===== src/rtl/alu_8bit_pkg.sv =====
// Shared widths and opcode encoding for the 8-bit ALU slice.
package alu_8bit_pkg;

  localparam int DATA_W = 8;
  localparam int RES_W  = 16;

  typedef enum logic [3:0] {
    OP_ADD  = 4'd0,
    OP_SUB  = 4'd1,
    OP_MUL  = 4'd2,
    OP_DIV  = 4'd3,
    OP_SHL  = 4'd4,
    OP_SHR  = 4'd5,
    OP_ROL  = 4'd6,
    OP_ROR  = 4'd7,
    OP_AND  = 4'd8,
    OP_OR   = 4'd9,
    OP_XOR  = 4'd10,
    OP_NOR  = 4'd11,
    OP_NAND = 4'd12,
    OP_XNOR = 4'd13,
    OP_GT   = 4'd14,
    OP_EQ   = 4'd15
  } alu_op_e;

endpackage


===== src/rtl/alu_8bit_comb.sv =====
// Purely combinational result and flag generator; no clock, no reset.
module alu_8bit_comb
  import alu_8bit_pkg::*;
(
  input  logic [3:0]        opcode_i,
  input  logic [DATA_W-1:0] a_i,
  input  logic [DATA_W-1:0] b_i,
  output logic [RES_W-1:0]  res_o,
  output logic              cout_o,
  output logic              bout_o
);

  logic [DATA_W:0]   sum;
  logic [DATA_W:0]   diff;
  logic [RES_W-1:0]  prod;
  logic [DATA_W-1:0] quot;
  logic [DATA_W-1:0] rem;

  assign sum  = {1'b0, a_i} + {1'b0, b_i};
  assign diff = {1'b0, a_i} - {1'b0, b_i};
  assign prod = {{DATA_W{1'b0}}, a_i} * {{DATA_W{1'b0}}, b_i};
  // Divider is gated so a zero divisor never reaches the operator.
  assign quot = (b_i == '0) ? '0 : a_i / b_i;
  assign rem  = (b_i == '0) ? '0 : a_i % b_i;

  always_comb begin
    res_o  = '0;
    cout_o = 1'b0;
    bout_o = 1'b0;
    case (alu_op_e'(opcode_i))
      OP_ADD: begin
        res_o[DATA_W-1:0] = sum[DATA_W-1:0];
        cout_o            = sum[DATA_W];
      end
      OP_SUB: begin
        res_o[DATA_W-1:0] = diff[DATA_W-1:0];
        bout_o            = diff[DATA_W];
      end
      OP_MUL:  res_o = prod;
      OP_DIV:  res_o = (b_i == '0) ? {RES_W{1'b1}} : {rem, quot};
      OP_SHL:  res_o[DATA_W-1:0] = {a_i[DATA_W-2:0], 1'b0};
      OP_SHR:  res_o[DATA_W-1:0] = {1'b0, a_i[DATA_W-1:1]};
      OP_ROL:  res_o[DATA_W-1:0] = {a_i[DATA_W-2:0], a_i[DATA_W-1]};
      OP_ROR:  res_o[DATA_W-1:0] = {a_i[0], a_i[DATA_W-1:1]};
      OP_AND:  res_o[DATA_W-1:0] = a_i & b_i;
      OP_OR:   res_o[DATA_W-1:0] = a_i | b_i;
      OP_XOR:  res_o[DATA_W-1:0] = a_i ^ b_i;
      OP_NOR:  res_o[DATA_W-1:0] = ~(a_i | b_i);
      OP_NAND: res_o[DATA_W-1:0] = ~(a_i & b_i);
      OP_XNOR: res_o[DATA_W-1:0] = ~(a_i ^ b_i);
      OP_GT:   res_o[0] = (a_i > b_i);
      OP_EQ:   res_o[0] = (a_i == b_i);
      default: res_o = '0;
    endcase
  end

endmodule


===== src/rtl/alu_8bit_core.sv =====
// Registered 8-bit ALU: combinational core followed by one output register stage.
module alu_8bit_core
  import alu_8bit_pkg::*;
(
  input  logic              clk,
  input  logic              rst_n,
  input  logic [3:0]        opcode,
  input  logic [DATA_W-1:0] operand_a,
  input  logic [DATA_W-1:0] operand_b,
  output logic [RES_W-1:0]  alu_out,
  output logic              cout,
  output logic              bout
);

  logic [RES_W-1:0] alu_out_d, alu_out_q;
  logic             cout_d, cout_q;
  logic             bout_d, bout_q;

  alu_8bit_comb u_comb (
    .opcode_i (opcode),
    .a_i      (operand_a),
    .b_i      (operand_b),
    .res_o    (alu_out_d),
    .cout_o   (cout_d),
    .bout_o   (bout_d)
  );

  // Output register stage; reset discards whatever operation is in flight.
  always_ff @(posedge clk or negedge rst_n) begin
    if (!rst_n) begin
      alu_out_q <= '0;
      cout_q    <= 1'b0;
      bout_q    <= 1'b0;
    end else begin
      alu_out_q <= alu_out_d;
      cout_q    <= cout_d;
      bout_q    <= bout_d;
    end
  end

  assign alu_out = alu_out_q;
  assign cout    = cout_q;
  assign bout    = bout_q;

endmodule


===== config.mk =====
export PLATFORM = sky130hd
export DESIGN_NAME = alu_8bit_core
export DESIGN_NICKNAME = d
export VERILOG_FILES = /design/src/rtl/alu_8bit_pkg.sv /design/src/rtl/alu_8bit_comb.sv /design/src/rtl/alu_8bit_core.sv
export SDC_FILE = /design/constraint.sdc
export NUM_CORES = 1
export LEC_CHECK = 0
export ABC_AREA = 1
export CAP_MARGIN = 20
export CORE_MARGIN = 2
export CORE_UTILIZATION = 28
export DETAILED_ROUTE_END_ITERATION = 6
export REMOVE_ABC_BUFFERS = 1
export SYNTH_ARGS = -nofsm -noshare
export SYNTH_HDL_FRONTEND = slang
export SYNTH_HIERARCHICAL = 1
export SYNTH_SLANG_ARGS = --single-unit

===== constraint.sdc =====
create_clock -name clk -period 0.91 [get_ports clk]
set_input_delay 0.2275 -clock clk [delete_from_list [all_inputs] [get_ports clk]]
set_output_delay 0.2275 -clock clk [all_outputs]
set_load 0.005 [all_outputs]

Fig. 1: M1 wires
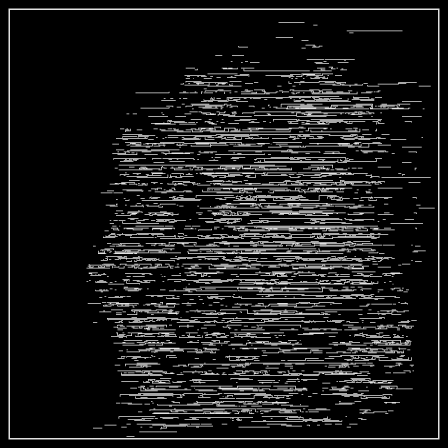
- longest straight run: 55.7 um
- main direction: horizontal
- share of all routed wire: 41%
total wire length: 24900 um
count of vias placed by the detailed router: 7526
met1 capacity usage during global routing: 0.247

Fig. 2: signal wires on met2
The bar under the picture is 50 um long.
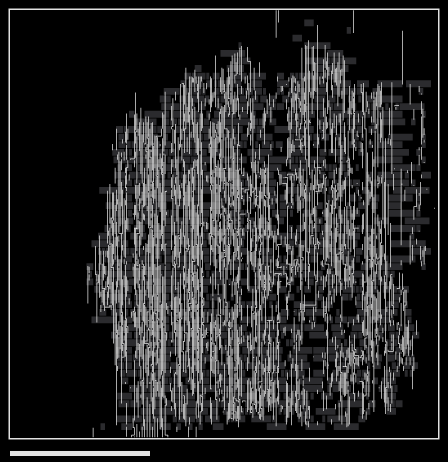
- wire length on this layer: 12000 um
- share of all routed wire: 48%
- nets with wire on the layer: 1191
- longest straight run: 59.2 um
global-route met2 utilization: 0.353

==> results.txt <==
Implementation status.

- The run finished, with violations left.
- The checks that failed: setup timing.
- The largest vdd supply drop is 0.699 mV.
- The layout has ~190 inverters outside the clock class.
- The number of antenna repair diodes is 0.
- Detailed placement reports a standard cell area of just under 9000 um2.
- The largest individual stage delay along the critical path comes from the cell sky130_fd_sc_hd__a221oi_4.
- The setup path with the least slack is of type input pin to flip-flop.
- The largest buffer count on any clock path is 2.
- In this run, synthesis produced a sequential element count of 18.
- The placeable core area is roughly 22000 um2.
- STA classifies the critical path endpoint as a flip-flop.
- The fraction of final cell area spent on clock buffers and inverters in this run is 0.00831.
- Setup repair after global routing could not meet its margin everywhere.
- The report lists the number of standard-cell rows as approximately 54.
- The combinational fraction of the cell area is 0.568.
- Warnings raised by the tools during the run amount to between 40 and 50.
- The number of clock buffers in the layout is 4.
- The number of clock sinks seen by CTS is 18.
- Looking at the clock tree report, the H-tree level count equals 1.
- The number of synthesis warnings is 6.
- The synthesized design contains 0 enable-type register cells.
- Across all setup checks in the final design, the least slack found is -7.46 ns.
- The clock tree from TritonCTS is yes.
- For the finished layout, the period the worst path requires is roughly 8.4 ns.
- In the log, the iteration count for the first detailed-route pass is 5.
- The timing report shows the most common cell along the critical path to be sky130_fd_sc_hd__nand2_2.
- Registers represent a cell area share of 0.0421.
- CTS placed an instance of sky130_fd_sc_hd__clkbuf_16 at the clock tree root.
- For this block, the initial DRC count from the detailed router was around 500.
- For this run the aggregate overflow at the end of global routing stands at 0.
- After synthesis, the chip area reported by Yosys is roughly 6200 um2.
- The synthesized netlist occupies a cell area of 6200 um2.
- With fillers left out, the area of the finished cells amounts to approximately 11000 um2.
- Relative to the synthesized area, the layout overhead comes to 72.3%.
- The count of nets left with antenna violations once routing finished came out at 0.
- The number of fill cells in the layout is approximately 2k.
- Leaving out buffers and inverters, the combinational logic in the layout accounts for 6070 um2.
- The arrival time reported for the critical path endpoint is around 8.5 ns.
- The number of library cell types mapped by synthesis is 57.
- The path category of the worst min-delay check is input pin to async pin.
- The achievable clock frequency is 119 MHz.
- Of all nets on the critical path, the largest fanout is 11.
- The initial antenna violation count is 0.
- Per the post-place timing report, worst setup slack is -8.65 ns.
- Per the OpenROAD floorplan log, the height of the die is roughly 150 um.
- Using the TritonRoute via totals, the vias-per-cell ratio works out to between 4 and 5.
- Per the placement log, port buffering inserted 39 buffers.
- In the final timing run, aggregate negative setup slack is -96.02 ns.
- The share of the Yosys chip area taken by registers is 0.0726.
- According to the dpl log, the detail-placed design has an HPWL of roughly 18000 um.
- The wire length per cell is 16.1 um.
- The share of layout cells above drive strength 1 is 0.480.
- Per the final report, the share of cell area in non-clock buffers is 0.277.
- Counting every instance in the synthesized netlist gives just over 900.
- The max-slew violation total from the final report is 0.
- The normalized max-slew margin is 0.610.
- The maximum number of pins on one net before global-route repair is 19.
- STA classifies the critical path startpoint as an input pin.
- The number of global-route vias before repair came to between 7k and 8k.
- After synthesis, the mean cell area works out to 6.75 um2.
- The most used flip-flop cell after synthesis is sky130_fd_sc_hd__dfrtp_1.
- The width of the die is 153 um.
- The clock slew seen by the registers of the worst setup and hold paths is 0.05 ns.
- The final number of setup-violating endpoints is 36.
- Per the cell usage report, the commonest logic cell in the layout is sky130_fd_sc_hd__buf_4.
- The final timing summary puts the cycle share of the worst path at 9.20.
- Per the layout report, the design carries 368 non-clock buffers.
- The finished design was reported to have a net count of between 1k and 1.5k.
- In this run the maximum-capacitance check reported violations numbering 0.
- The placer congestion estimate is 0.967.
- The die footprint is 23400 um2.
- In the routed design, unresolved DRC markers number 0.
- The final design was reported to hold multi-input combinational gates totalling approximately 690.
- The cell area power density is roughly 1300 nW/um2.
- The final design utilization is 0.491.
Fig. 3: signal wires on met3
The bar under the picture is 50 um long.
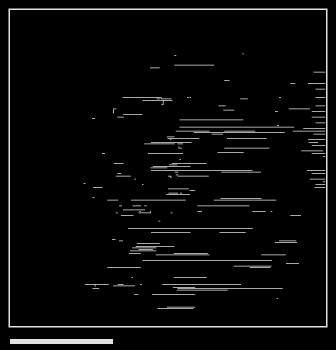
- nets with wire on the layer: 99
- longest straight run: 62.3 um
- share of all routed wire: 5.8%
- main direction: horizontal
global-route track usage on met3: 0.0269

Fig. 4: M4 wires
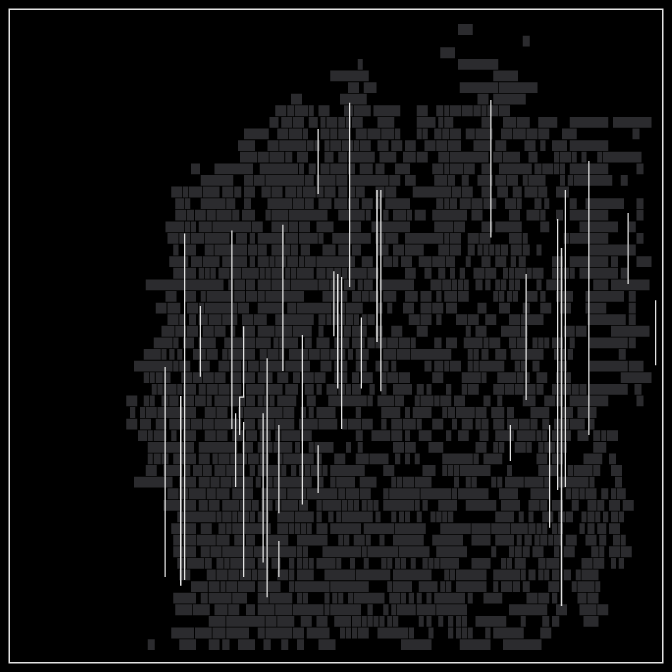
- wire length on this layer: 1160 um
- nets with wire on the layer: 32
- longest straight run: 83.6 um
- share of all routed wire: 4.6%
- main direction: vertical

## worst max-delay path, delay by kind of cell
family	cells	cell delay, ns
buffers and inverters	9	1.23
XOR/XNOR	1	0.14
AND-OR/OR-AND	14	1.90
adder cells (fa/ha/maj)	7	1.70
AND/OR/NAND/NOR	30	3.30
## flip-flops by register name (all words and copies together) (netlist names)
| name | flops |
|---|---|
| bout | 1 |
| cout | 1 |
| alu_out | 16 |
## repair_timing
action                     in CTS  in global routing
gates resized                 374                 88
setup buffers                  49                 11
hold buffers                    0                  0
setup endpoints to repair      36                 36
pin swaps                     114                 63
## metrics by stage
stage,hold WS [ns],std cells,total power (W)
floorplan,-0.0681,899,0.00583
global route,0.334,1551,0.0148
CTS,0.320,1540,0.0129
detailed placement,0.578,1488,0.0102
global placement,0.584,1488,0.0101
finish,0.317,1551,0.0137
## kinds of logic after synthesis
group           Yosys count  share of synthesized area
xor+xnor                 19                     0.0268
fa+ha+maj               138                      0.326
buf+inv                 214                      0.136
simple gates            366                      0.277
compound gates          164                      0.161
flops                    18                     0.0726
## Yosys cell counts, types with 5 or more instances
master                      number  area, um2
sky130_fd_sc_hd__ha_1           99       1240
sky130_fd_sc_hd__inv_2          10       37.5
sky130_fd_sc_hd__a211oi_1        6       45.0
sky130_fd_sc_hd__nor2_1         47        176
sky130_fd_sc_hd__dfrtp_1        18        450
sky130_fd_sc_hd__o2111ai_1       5       43.8
sky130_fd_sc_hd__o211ai_1        6       45.0
sky130_fd_sc_hd__o21bai_1        5       37.5
sky130_fd_sc_hd__fa_1           39        781
sky130_fd_sc_hd__o21ai_0        48        240
sky130_fd_sc_hd__xnor2_1         6       52.6
sky130_fd_sc_hd__nand3_1        60        300
sky130_fd_sc_hd__or2_2           7       43.8
sky130_fd_sc_hd__xor2_1         13        114
sky130_fd_sc_hd__o22ai_1         9       56.3
sky130_fd_sc_hd__a21oi_1        52        260
sky130_fd_sc_hd__inv_1         180        676
sky130_fd_sc_hd__clkbuf_1       11       41.3
sky130_fd_sc_hd__buf_2           5       25.0
sky130_fd_sc_hd__and2_1          9       56.3
sky130_fd_sc_hd__nand4_1         6       37.5
sky130_fd_sc_hd__nand2_1       194        728
sky130_fd_sc_hd__nor3_1         11       55.1
sky130_fd_sc_hd__o21ai_2         6       52.6
sky130_fd_sc_hd__nand2_2         8       50.1
## layer usage
layer  global-route usage  part of all wire  vias up
met4               0.0926             0.046        0
met2                0.353              0.48      224
met5                    0                 0        -
met1                0.247              0.41     3536
met3               0.0269             0.058       70
li1                     -                 -     3696
## worst paths after layout
check	from	to	slack, ns	cells after the start
max	operand_b[1]	alu_out[0]$_DFF_PN0_	-7.46	61
min in group clk	operand_a[7]	bout$_DFF_PN0_	0.61	4
max in group asynchronous	rst_n	alu_out[13]$_DFF_PN0_	0.47	2
min	rst_n	cout$_DFF_PN0_	0.32	2
## where the power goes
group	leakage, nW	total (W)	switching [W]	internal (W)
Combinational	5.27	0.0118	0.00592	0.00587
Sequential	0.237	0.000936	0.0000253	0.000910
Clock	0.0442	0.000950	0.000282	0.000668
Total	5.55	0.0137	0.00623	0.00744
Power figures rest on the tool's default switching activity, not on a simulated workload.
